### config.mk
export PLATFORM = sky130hd
export DESIGN_NAME = fifo_control
export DESIGN_NICKNAME = d
export VERILOG_FILES = /design/src/rtl/fifo_control.sv
export SDC_FILE = /design/constraint.sdc
export NUM_CORES = 1
export LEC_CHECK = 0
export CAP_MARGIN = 20
export CORE_MARGIN = 5
export CORE_UTILIZATION = 38
export DETAILED_ROUTE_END_ITERATION = 10
export DONT_BUFFER_PORTS = 1
export HOLD_SLACK_MARGIN = 0.03
export PLACE_DENSITY = 0.62
export SLEW_MARGIN = 20
export SYNTH_ARGS = -nofsm -noshare
export SYNTH_HDL_FRONTEND = slang
export SYNTH_SLANG_ARGS = --single-unit
### constraint.sdc
create_clock -name clk -period 3.8 [get_ports clk]
set_input_delay 0.76 -clock clk [delete_from_list [all_inputs] [get_ports clk]]
set_output_delay 0.76 -clock clk [all_outputs]
set_load 0.005 [all_outputs]
### src/rtl/fifo_control.sv
// Pointer, occupancy, flag and error control for a power-of-two deep FIFO memory.
// Define FIFO_ERR_STICKY_EN to make error hold until reset instead of pulsing.
module fifo_control #(
    parameter int unsigned ADDR_WIDTH = 8,
    parameter int unsigned AF_THRESH  = (2 ** ADDR_WIDTH) - 2,
    parameter int unsigned AE_THRESH  = 2
) (
    input  logic                  clk,
    input  logic                  reset_L,
    input  logic                  push,
    input  logic                  pop,
    output logic [ADDR_WIDTH-1:0] wr_ptr,
    output logic [ADDR_WIDTH-1:0] rd_ptr,
    output logic                  write_enable,
    output logic                  read_enable,
    output logic [ADDR_WIDTH:0]   fifo_count,
    output logic                  fifo_full,
    output logic                  fifo_empty,
    output logic                  almost_full,
    output logic                  almost_empty,
    output logic                  error
);

    localparam int unsigned CntW  = ADDR_WIDTH + 1;
    localparam int unsigned DEPTH = 2 ** ADDR_WIDTH;

    localparam logic [ADDR_WIDTH:0] DepthCnt = CntW'(DEPTH);
    localparam logic [ADDR_WIDTH:0] AfLevel  = CntW'(AF_THRESH);
    localparam logic [ADDR_WIDTH:0] AeLevel  = CntW'(AE_THRESH);

    if (ADDR_WIDTH < 1) begin : g_bad_addr_width
        $error("fifo_control: ADDR_WIDTH must be at least 1");
    end

    typedef enum logic [1:0] {
        StInit   = 2'd0,
        StEmpty  = 2'd1,
        StActive = 2'd2,
        StFull   = 2'd3
    } state_e;

    state_e                state_q, state_d;
    logic [ADDR_WIDTH-1:0] wr_ptr_q, wr_ptr_d;
    logic [ADDR_WIDTH-1:0] rd_ptr_q, rd_ptr_d;
    logic [ADDR_WIDTH:0]   count_q, count_d;
    logic                  error_q, error_d;
    logic                  overflow, underflow;

    assign fifo_full    = (count_q == DepthCnt);
    assign fifo_empty   = (count_q == '0);
    assign almost_full  = (count_q >= AfLevel);
    assign almost_empty = (count_q <= AeLevel);

    // INIT blocks both strobes so the first cycle out of reset is always idle.
    assign write_enable = push && !fifo_full  && (state_q != StInit);
    assign read_enable  = pop  && !fifo_empty && (state_q != StInit);

    assign overflow  = push && fifo_full  && (state_q != StInit);
    assign underflow = pop  && fifo_empty && (state_q != StInit);

    always_comb begin
        wr_ptr_d = wr_ptr_q;
        rd_ptr_d = rd_ptr_q;
        count_d  = count_q;

        if (write_enable) begin
            wr_ptr_d = wr_ptr_q + ADDR_WIDTH'(1);
        end
        if (read_enable) begin
            rd_ptr_d = rd_ptr_q + ADDR_WIDTH'(1);
        end

        unique case ({write_enable, read_enable})
            2'b10:   count_d = count_q + CntW'(1);
            2'b01:   count_d = count_q - CntW'(1);
            default: count_d = count_q;
        endcase
    end

    always_comb begin
`ifdef FIFO_ERR_STICKY_EN
        error_d = error_q || overflow || underflow;
`else
        error_d = overflow || underflow;
`endif
    end

    always_comb begin
        state_d = state_q;
        unique case (state_q)
            StInit: begin
                state_d = StEmpty;
            end
            StEmpty: begin
                if (write_enable) begin
                    state_d = StActive;
                end
            end
            StActive: begin
                if (count_d == '0) begin
                    state_d = StEmpty;
                end else if (count_d == DepthCnt) begin
                    state_d = StFull;
                end
            end
            StFull: begin
                if (read_enable) begin
                    state_d = StActive;
                end
            end
            default: begin
                state_d = StInit;
            end
        endcase
    end

    always_ff @(posedge clk or negedge reset_L) begin
        if (!reset_L) begin
            state_q  <= StInit;
            wr_ptr_q <= '0;
            rd_ptr_q <= '0;
            count_q  <= '0;
            error_q  <= 1'b0;
        end else begin
            state_q  <= state_d;
            wr_ptr_q <= wr_ptr_d;
            rd_ptr_q <= rd_ptr_d;
            count_q  <= count_d;
            error_q  <= error_d;
        end
    end

    assign wr_ptr     = wr_ptr_q;
    assign rd_ptr     = rd_ptr_q;
    assign fifo_count = count_q;
    assign error      = error_q;

endmodule

Fig. 1: run 1, sequential cells coloured by netlist name
(8 px per um) Other sequential cells in the stronger grey, the rest of the logic in the fainter grey.
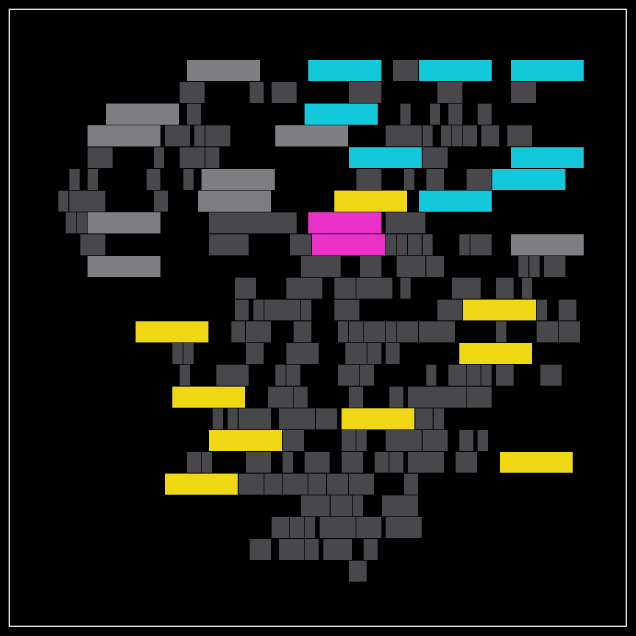
state_q -> magenta  # placed flops 2
rd_ptr -> cyan  # placed flops 8
fifo_count -> yellow  # placed flops 9
not coloured = 9
fin util: 0.430
Seq power: 0.000597 W
Reg area: 701 um^2
sequential share of cell area: 0.374

Fig. 2: run 1, signal wires on met3
(4 px per um)
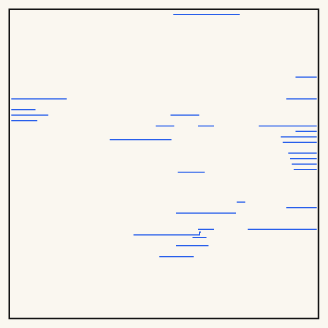
longest straight run = 17.0 um
wire length on this layer = 242 um
share of all routed wire = 6.6%
nets with wire on the layer = 27
met3 GRT Util: 0.0340
via count: 1327

Fig. 3: run 1, cell classes on the final placement
(4 px per um)
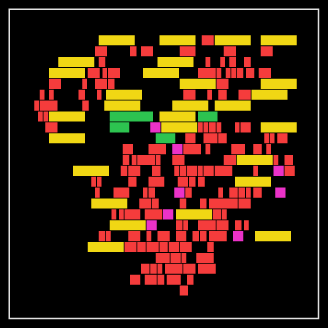
clock drivers and dummy loads -> green  # cells 4, share of their area 3.9%
all other logic -> red  # cells 146, share of their area 54%
other buffers and delay cells -> magenta  # cells 8, share of their area 3.3%
flip-flops -> yellow  # cells 28, share of their area 39%
Rows: 24
Final Cell Area: 0.00187 mm^2
core area: 0.00435 mm^2

==> run 1: worst paths after layout <==
kind / end / slack, ps / cells after the start
max in group asynchronous: fifo_count[5]$_DFF_PN0_ / 3550 / 0
worst min register to register: rd_ptr[7]$_DFFE_PN0N_ / 500 / 1
min in group clk: rd_ptr[7]$_DFFE_PN0N_ / 500 / 1
worst max register to register: state_q[1]$_DFFE_PN0P_ / 280 / 11
worst min-delay path: rd_ptr[7]$_DFFE_PN0N_ / 160 / 0
worst max-delay path: state_q[1]$_DFFE_PN0P_ / 280 / 11
==> run 1: layout make-up <==
cell class	instances	area (um^2)
Sequential cell	28	701
Tap cell	52	65.1
Fill cell	423	2480
Multi-Input combinational cell	133	927
Clock buffer	3	41.3
Inverter	13	48.8
Timing Repair Buffer	8	60.1
Clock inverter	1	30.0
==> ci_impl_report.md, run 1 <==
### Flow metrics

| Metric | Value |
|---|---|
| Required time of the critical path | `3970 ps` |
| Seq pwr share | `0.350` |
| CP bufs+invs | `0` |
| Cts bufs inserted | `3` |
| Drt pass-1 iters | `4` |
| CTS Buffer Depth | `2` |
| Fin cells | `238` |
| Met3 Wirelength | `241 um` |
| First-pass GRT wire length | `6330 um` |
| FMAX | `roughly 0.28 GHz` |
| Initial DRC count | `75` |
| Clock-pin slew on the worst setup and hold paths | `100 ps` |
| Met2 usage | `0.197` |
| Syn_area_per_cell | `9.51 um^2` |
| Simple-gate portion of the synthesized area | `0.196` |
| RR Startpoint | `fifo_count[6]$_DFF_PN0_` |
| Htree depth | `1` |
| Vias in the first global route | `1287` |
| Combinational power share | `0.513` |
| Hold slack | `165 ps` |
| Worst-path maximum fanout | `7` |
| Startpoint types | `register` |
| Adder Share, Synth | `0.0852` |
| Met1 Use GR | `0.175` |
| Crit path cell chain | `nor2_1 -> a41o_1 -> nor2_2 -> ha_1 -> ha_1 -> nor2b_1 -> o31a_1 -> or3_4 -> a211oi_2 -> o2111ai_1 -> o31a_1` |
| Finish-stage setup viols | `0` |
| Yosys xor share | `0.0926` |
| Yosys top cell by area | `dfrtp_1` |
| Synth Area in Compound Gates | `0.142` |
| Asr flop ratio synth | `1.00` |
| Outcome | `finished, final reports clean` |
| Floorplan net count | `194` |
| CTS root buf | `clkbuf_8` |
| DP Worst Slack | `192 ps` |
| DP Area | `0.00180 mm^2` |
| Internal | `0.000963 W` |
| Post-CTS sizing | `0` |
| Detail Route Antenna Nets | `0` |
| Clock Latency Late Sink | `270 ps` |
| Die Width | `76.9 um` |
| Worst Max-Slew Pin Slew | `449 ps` |
| Top Consumer | `combinational cells` |
| Final Critical Period | `about 3500 ps` |
| Max FFs per register | `9` |
| DP Wirelength | `2810 um` |
| Cell family with the largest share of critical-path delay | `AND-OR/OR-AND gates` |
| Synth top cell by count | `dfrtp_1` |
| Post-CTS Setup Bufs | `0` |
| Routed len/inst | `15.3 um` |
| Diodes inserted | `0` |
| Clock sinks | `28` |
| Top cell area share | `0.411` |
| Mux frac, synth | `0.0250` |
| Yosys Chip Area | `0.00170 mm^2` |
| Worst setup startpoint | `fifo_count[6]$_DFF_PN0_` |
| Detailed-routed wire length on met2 | `1670 um` |
| YS warnings | `0` |
| Layout cells sized above 1 | `0.108` |
| PwrDens | `about 910 mW/mm^2` |
| Crit Path Category | `register to register` |
| HP Class | `primary input to async pin` |
| Worst path max stage delay | `510 ps` |
| PortBufs | `0` |
| Synth Seq Share | `0.411` |
| Crit. End Element | `register` |
| Worst path arrival time | `3690 ps` |
| Top cells by area | `dfrtp_1, ha_1, xor2_1, xnor2_1, nand2_1` |
| Most instantiated logic cell after routing | `dfrtp_1` |
| EDFF count, synth | `0` |
| Ys cells | `179` |
| Most common reg cell | `dfrtp_1` |
| Comb area leader | `simple AND/OR/NAND/NOR gates` |
| CTS tree | `done` |
| Placer Congestion | `about 0.87` |
| # IOs | `36` |
| Most frequent cells in the layout | `dfrtp_1, nand2_1, inv_1, nor2_1` |
| Combinational power | `0.000874 W` |
| Pin count of the biggest net entering global routing | `29` |
| Initial antenna violation count | `0` |
| Slew Viols, Final | `0` |
| DRC | `0` |
| GR peak layer | `met2` |
| Grt total ovfl | `0` |
| Psw | `0.000741 W` |
==> run 1 -> run 2 <==
--- a/config.mk
+++ b/config.mk
@@ -8,6 +8,7 @@
 export CAP_MARGIN = 20
 export CORE_MARGIN = 5
 export CORE_UTILIZATION = 38
+export CTS_CLUSTER_DIAMETER = 120
 export DETAILED_ROUTE_END_ITERATION = 10
 export DONT_BUFFER_PORTS = 1
 export HOLD_SLACK_MARGIN = 0.03
Fig. 4: run 2, wiring by layer
(4 px per um) Only two layers are drawn.
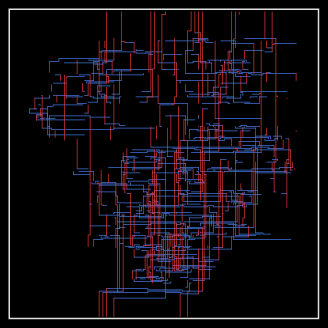
met2 -> red  # wire length 1670 um
met1 -> blue  # wire length 1700 um
GR Util All Layers: 0.128
WL final: 3640 um
routed len/inst: 15.3 um

==> ci_impl_report.md, run 2 <==
### Flow metrics

| Metric | Value |
|---|---|
| EDFF count, synth | `0` |
| Most common reg cell | `dfrtp_1` |
| Top cells by area | `dfrtp_1, ha_1, xor2_1, xnor2_1, nand2_1` |
| PwrDens | `approximately 910 mW/mm^2` |
| Crit path cell chain | `nor2_1 -> a41o_1 -> nor2_2 -> ha_1 -> ha_1 -> nor2b_1 -> o31a_1 -> or3_4 -> a211oi_2 -> o2111ai_1 -> o31a_1` |
| Placer Congestion | `0.867` |
| Synth top cell by count | `dfrtp_1` |
| Initial antenna violation count | `0` |
| Diodes inserted | `0` |
| Crit Path Category | `register to register` |
| Required time of the critical path | `3970 ps` |
| Core area | `0.00435 mm^2` |
| Met3 GRT Util | `0.0340` |
| Leading cell kind | `combinational gates` |
| CTS Buffer Depth | `2` |
| Yosys Chip Area | `0.00170 mm^2` |
| Mux frac, synth | `0.0250` |
| Syn_area_per_cell | `9.51 um^2` |
| Yosys top cell by area | `dfrtp_1` |
| Worst Reg2Reg Path Length in Cells | `11` |
| R2r setup slk | `roughly 280 ps` |
| Seq pwr share | `0.350` |
| Final Critical Period | `3520 ps` |
| GR peak layer | `met2` |
| Combinational power share | `0.513` |
| Fin cells | `238` |
| Met3 Wirelength | `~240 um` |
| Top cell area share | `0.411` |
| Met1 Use GR | `0.175` |
| Layout cells sized above 1 | `0.108` |
| RR Startpoint | `fifo_count[6]$_DFF_PN0_` |
| Bufs w/o clock | `8` |
| Clock-cell share of area | `0.0381` |
| Clock-pin slew on the worst setup and hold paths | `100 ps` |
| Cts bufs inserted | `3` |
| Initial DRC count | `75` |
| Top Consumer | `combinational cells` |
| Ys cells | `179` |
| Reg area | `between 700 and 800 um^2` |
| Inverters | `13` |
| Via count | `1327` |
| Fin util | `0.430` |
| Yosys xor share | `0.0926` |
| Most frequent cells in the layout | `dfrtp_1, nand2_1, inv_1, nor2_1` |
| Floorplan net count | `approximately 190` |
| Seq cells | `28` |
| First-pass GRT wire length | `6330 um` |
| DP Area | `0.00180 mm^2` |
| Detailed-routed wire length on met2 | `1670 um` |
| # IOs | `36` |
| Hold slack | `165 ps` |
| Most instantiated logic cell after routing | `dfrtp_1` |
| Startpoint types | `register` |
| Logic share of the area | `0.495` |
| CTS tree | `done` |
| Rows | `24` |
| R2r endpoint | `state_q[1]$_DFFE_PN0P_` |
| Worst path max stage delay | `510 ps` |
| Crit. End Element | `register` |
| Outcome | `finished, final reports clean` |
run 2: worst max path at each step:
stage	from	endpoint	slack, ps	cells past startpoint
after floorplan	pop	state_q[1]$_DFFE_PN0P_	440	12
after global placement	fifo_count[4]$_DFF_PN0_	state_q[1]$_DFFE_PN0P_	310	11
final	fifo_count[6]$_DFF_PN0_	state_q[1]$_DFFE_PN0P_	280	11
after detailed placement	fifo_count[4]$_DFF_PN0_	state_q[1]$_DFFE_PN0P_	190	11
after CTS	fifo_count[4]$_DFF_PN0_	state_q[1]$_DFFE_PN0P_	150	11
after global routing	fifo_count[8]$_DFF_PN0_	state_q[1]$_DFFE_PN0P_	8	12
Fig. 5: run 2, cell classes on the final placement
(4 px per um)
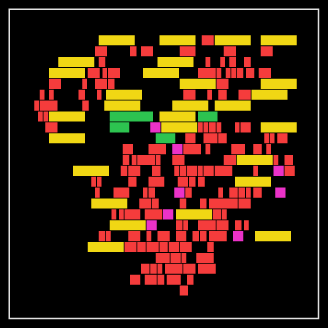

==> run 2 -> run 3 <==
--- a/config.mk
+++ b/config.mk
@@ -6,12 +6,12 @@
 export NUM_CORES = 1
 export LEC_CHECK = 0
 export CAP_MARGIN = 20
-export CORE_MARGIN = 5
 export CORE_UTILIZATION = 38
 export CTS_CLUSTER_DIAMETER = 120
 export DETAILED_ROUTE_END_ITERATION = 10
 export DONT_BUFFER_PORTS = 1
 export HOLD_SLACK_MARGIN = 0.03
+export MAX_ROUTING_LAYER = met4
 export PLACE_DENSITY = 0.62
 export SLEW_MARGIN = 20
 export SYNTH_ARGS = -nofsm -noshare
Fig. 6: run 3, cell classes on the final placement
(4 px per um)
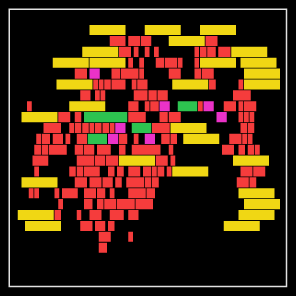
sequential share of cell area: 0.377
Rows: 23

==> ci_impl_report.md, run 3 <==
### Flow metrics

| Metric | Value |
|---|---|
| EDFF count, synth | `0` |
| Met3 Wirelength | `between 200 and 300 um` |
| Startpoint types | `register` |
| Post-CTS sizing | `0` |
| Placer Congestion | `roughly 0.93` |
| Detailed-routed wire length on met2 | `1920 um` |
| Combinational power share | `0.513` |
| RR Startpoint | `fifo_count[7]$_DFF_PN0_` |
| Worst path max stage delay | `480 ps` |
| Synth top cell by count | `dfrtp_1` |
| Detail Route Antenna Nets | `0` |
| Worst path arrival time | `3710 ps` |
| Die height | `a little under 70 um` |
| Combinational power | `0.000878 W` |
| Yosys top cell by area | `dfrtp_1` |
| Critical path endpoint | `state_q[1]$_DFFE_PN0P_` |
| Htree depth | `1` |
| Worst Max-Slew Pin Slew | `533 ps` |
| Core area | `0.00414 mm^2` |
| Fin cells | `235` |
| Pin count of the biggest net entering global routing | `29` |
| # fillers | `396` |
| Hold slack | `169 ps` |
| # IOs | `36` |
| DP Wirelength | `2910 um` |
| Via count | `1356` |
| Max FFs per register | `9` |
| Grt total ovfl | `0` |
| Initial DRC count | `48` |
| Final Cell Area | `0.00186 mm^2` |
| PwrDens | `921 mW/mm^2` |
| HP Class | `primary input to async pin` |
| GR Util All Layers | `0.173` |
| R2r endpoint | `state_q[1]$_DFFE_PN0P_` |
| Post-CTS Setup Bufs | `0` |
| First-pass GRT wire length | `5810 um` |
| OpenROAD warning count | `26` |
| Worst setup startpoint | `fifo_count[7]$_DFF_PN0_` |
| Syn_area_per_cell | `9.51 um^2` |
| Initial antenna violation count | `0` |
| PnR worst setup slack | `260 ps` |
| Clock sinks | `28` |
| Net Sw Frac | `0.442` |
| DP Worst Slack | `between 200 and 250 ps` |
| Clock-pin slew on the worst setup and hold paths | `roughly 90 ps` |
| Fin util | `0.448` |
| Vias in the first global route | `about 1300` |
| Asr flop ratio synth | `1.00` |
| FMAX | `0.282 GHz` |
| Cts bufs inserted | `3` |
| Die Width | `roughly 69 um` |
| Met3 GRT Util | `0.0526` |
| Worst-path maximum fanout | `7` |
| DP Area | `between 0.0015 and 0.002 mm^2` |
| Synth Seq Share | `0.411` |
| Routed len/inst | `roughly 16 um` |
| DRC | `0` |
| R2r setup slk | `roughly 260 ps` |
| Final Critical Period | `3540 ps` |
| CTS Buffer Depth | `2` |
| Crit Path Category | `register to register` |
| YS warnings | `0` |
| PortBufs | `0` |
| Seq power | `0.000602 W` |
| CTS root buf | `clkbuf_8` |
| Internal | `0.000955 W` |
| Ys cells | `179` |
| Drt pass-1 iters | `4` |
| Finish-stage setup viols | `0` |
| Seq pwr share | `0.352` |
| Top Consumer | `combinational cells` |
| Required time of the critical path | `3970 ps` |
| Top cells by area | `dfrtp_1, ha_1, xor2_1, xnor2_1, nand2_1` |
| Worst Reg2Reg Path Length in Cells | `12` |
| Crit path cell chain | `nor4_1 -> buf_4 -> a41o_1 -> nor2_2 -> ha_1 -> ha_1 -> nor2b_1 -> o31a_1 -> or3_4 -> a211oi_2 -> o2111ai_1 -> o31a_1` |
| Outcome | `finished, final reports clean` |
| Diodes inserted | `0` |
| Most frequent cells in the layout | `dfrtp_1, nand2_1, inv_1, nor2_1` |
| Crit. End Element | `register` |
| GR peak layer | `met2` |
| Most common reg cell | `dfrtp_1` |
| Cell family with the largest share of critical-path delay | `AND-OR/OR-AND gates` |
| CP bufs+invs | `1` |
| P_clk | `0.000231 W` |
| Critical path depth | `12` |
| CTS tree | `done` |
| Layout cells sized above 1 | `0.0973` |
| Psw | `0.000756 W` |
| Met1 Use GR | `0.194` |
| Most instantiated logic cell after routing | `dfrtp_1` |
## run 3: cell count changes in the layout (fill, tap and decap cells not counted), sizes merged
cell	previous run	this run
buf	8	7
## run 3: kinds of logic after synthesis
logic type	after synthesis	synth area share
simple gates	67	0.196
buf+inv	18	0.0478
fa+ha+maj	11	0.0852
flops	28	0.411
xor+xnor	18	0.0926
mux	4	0.0250
compound gates	33	0.142
## run 3: cell type report
type                    instances  area [um^2]  area share
flip-flops and latches         28          701       0.377
multi-input cells             133          921       0.496
repair buffers                  7         52.6      0.0283
well taps                      50         62.6      0.0337
clock inverters                 1         30.0      0.0162
clock buffers                   3         41.3      0.0222
inverters                      13         48.8      0.0263

==> notes/layouts.md <==
Pictures saved along the way, in no particular order.

Placed standard cells.
panel A
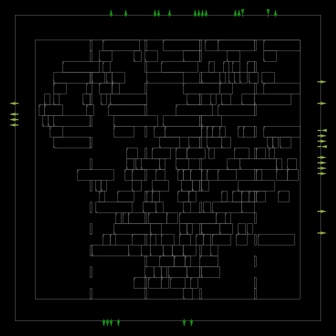
panel B
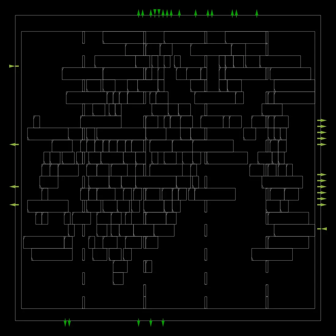
- panel B = run 3
- panel A = run 2

Power is estimated from default activity; no workload was simulated.
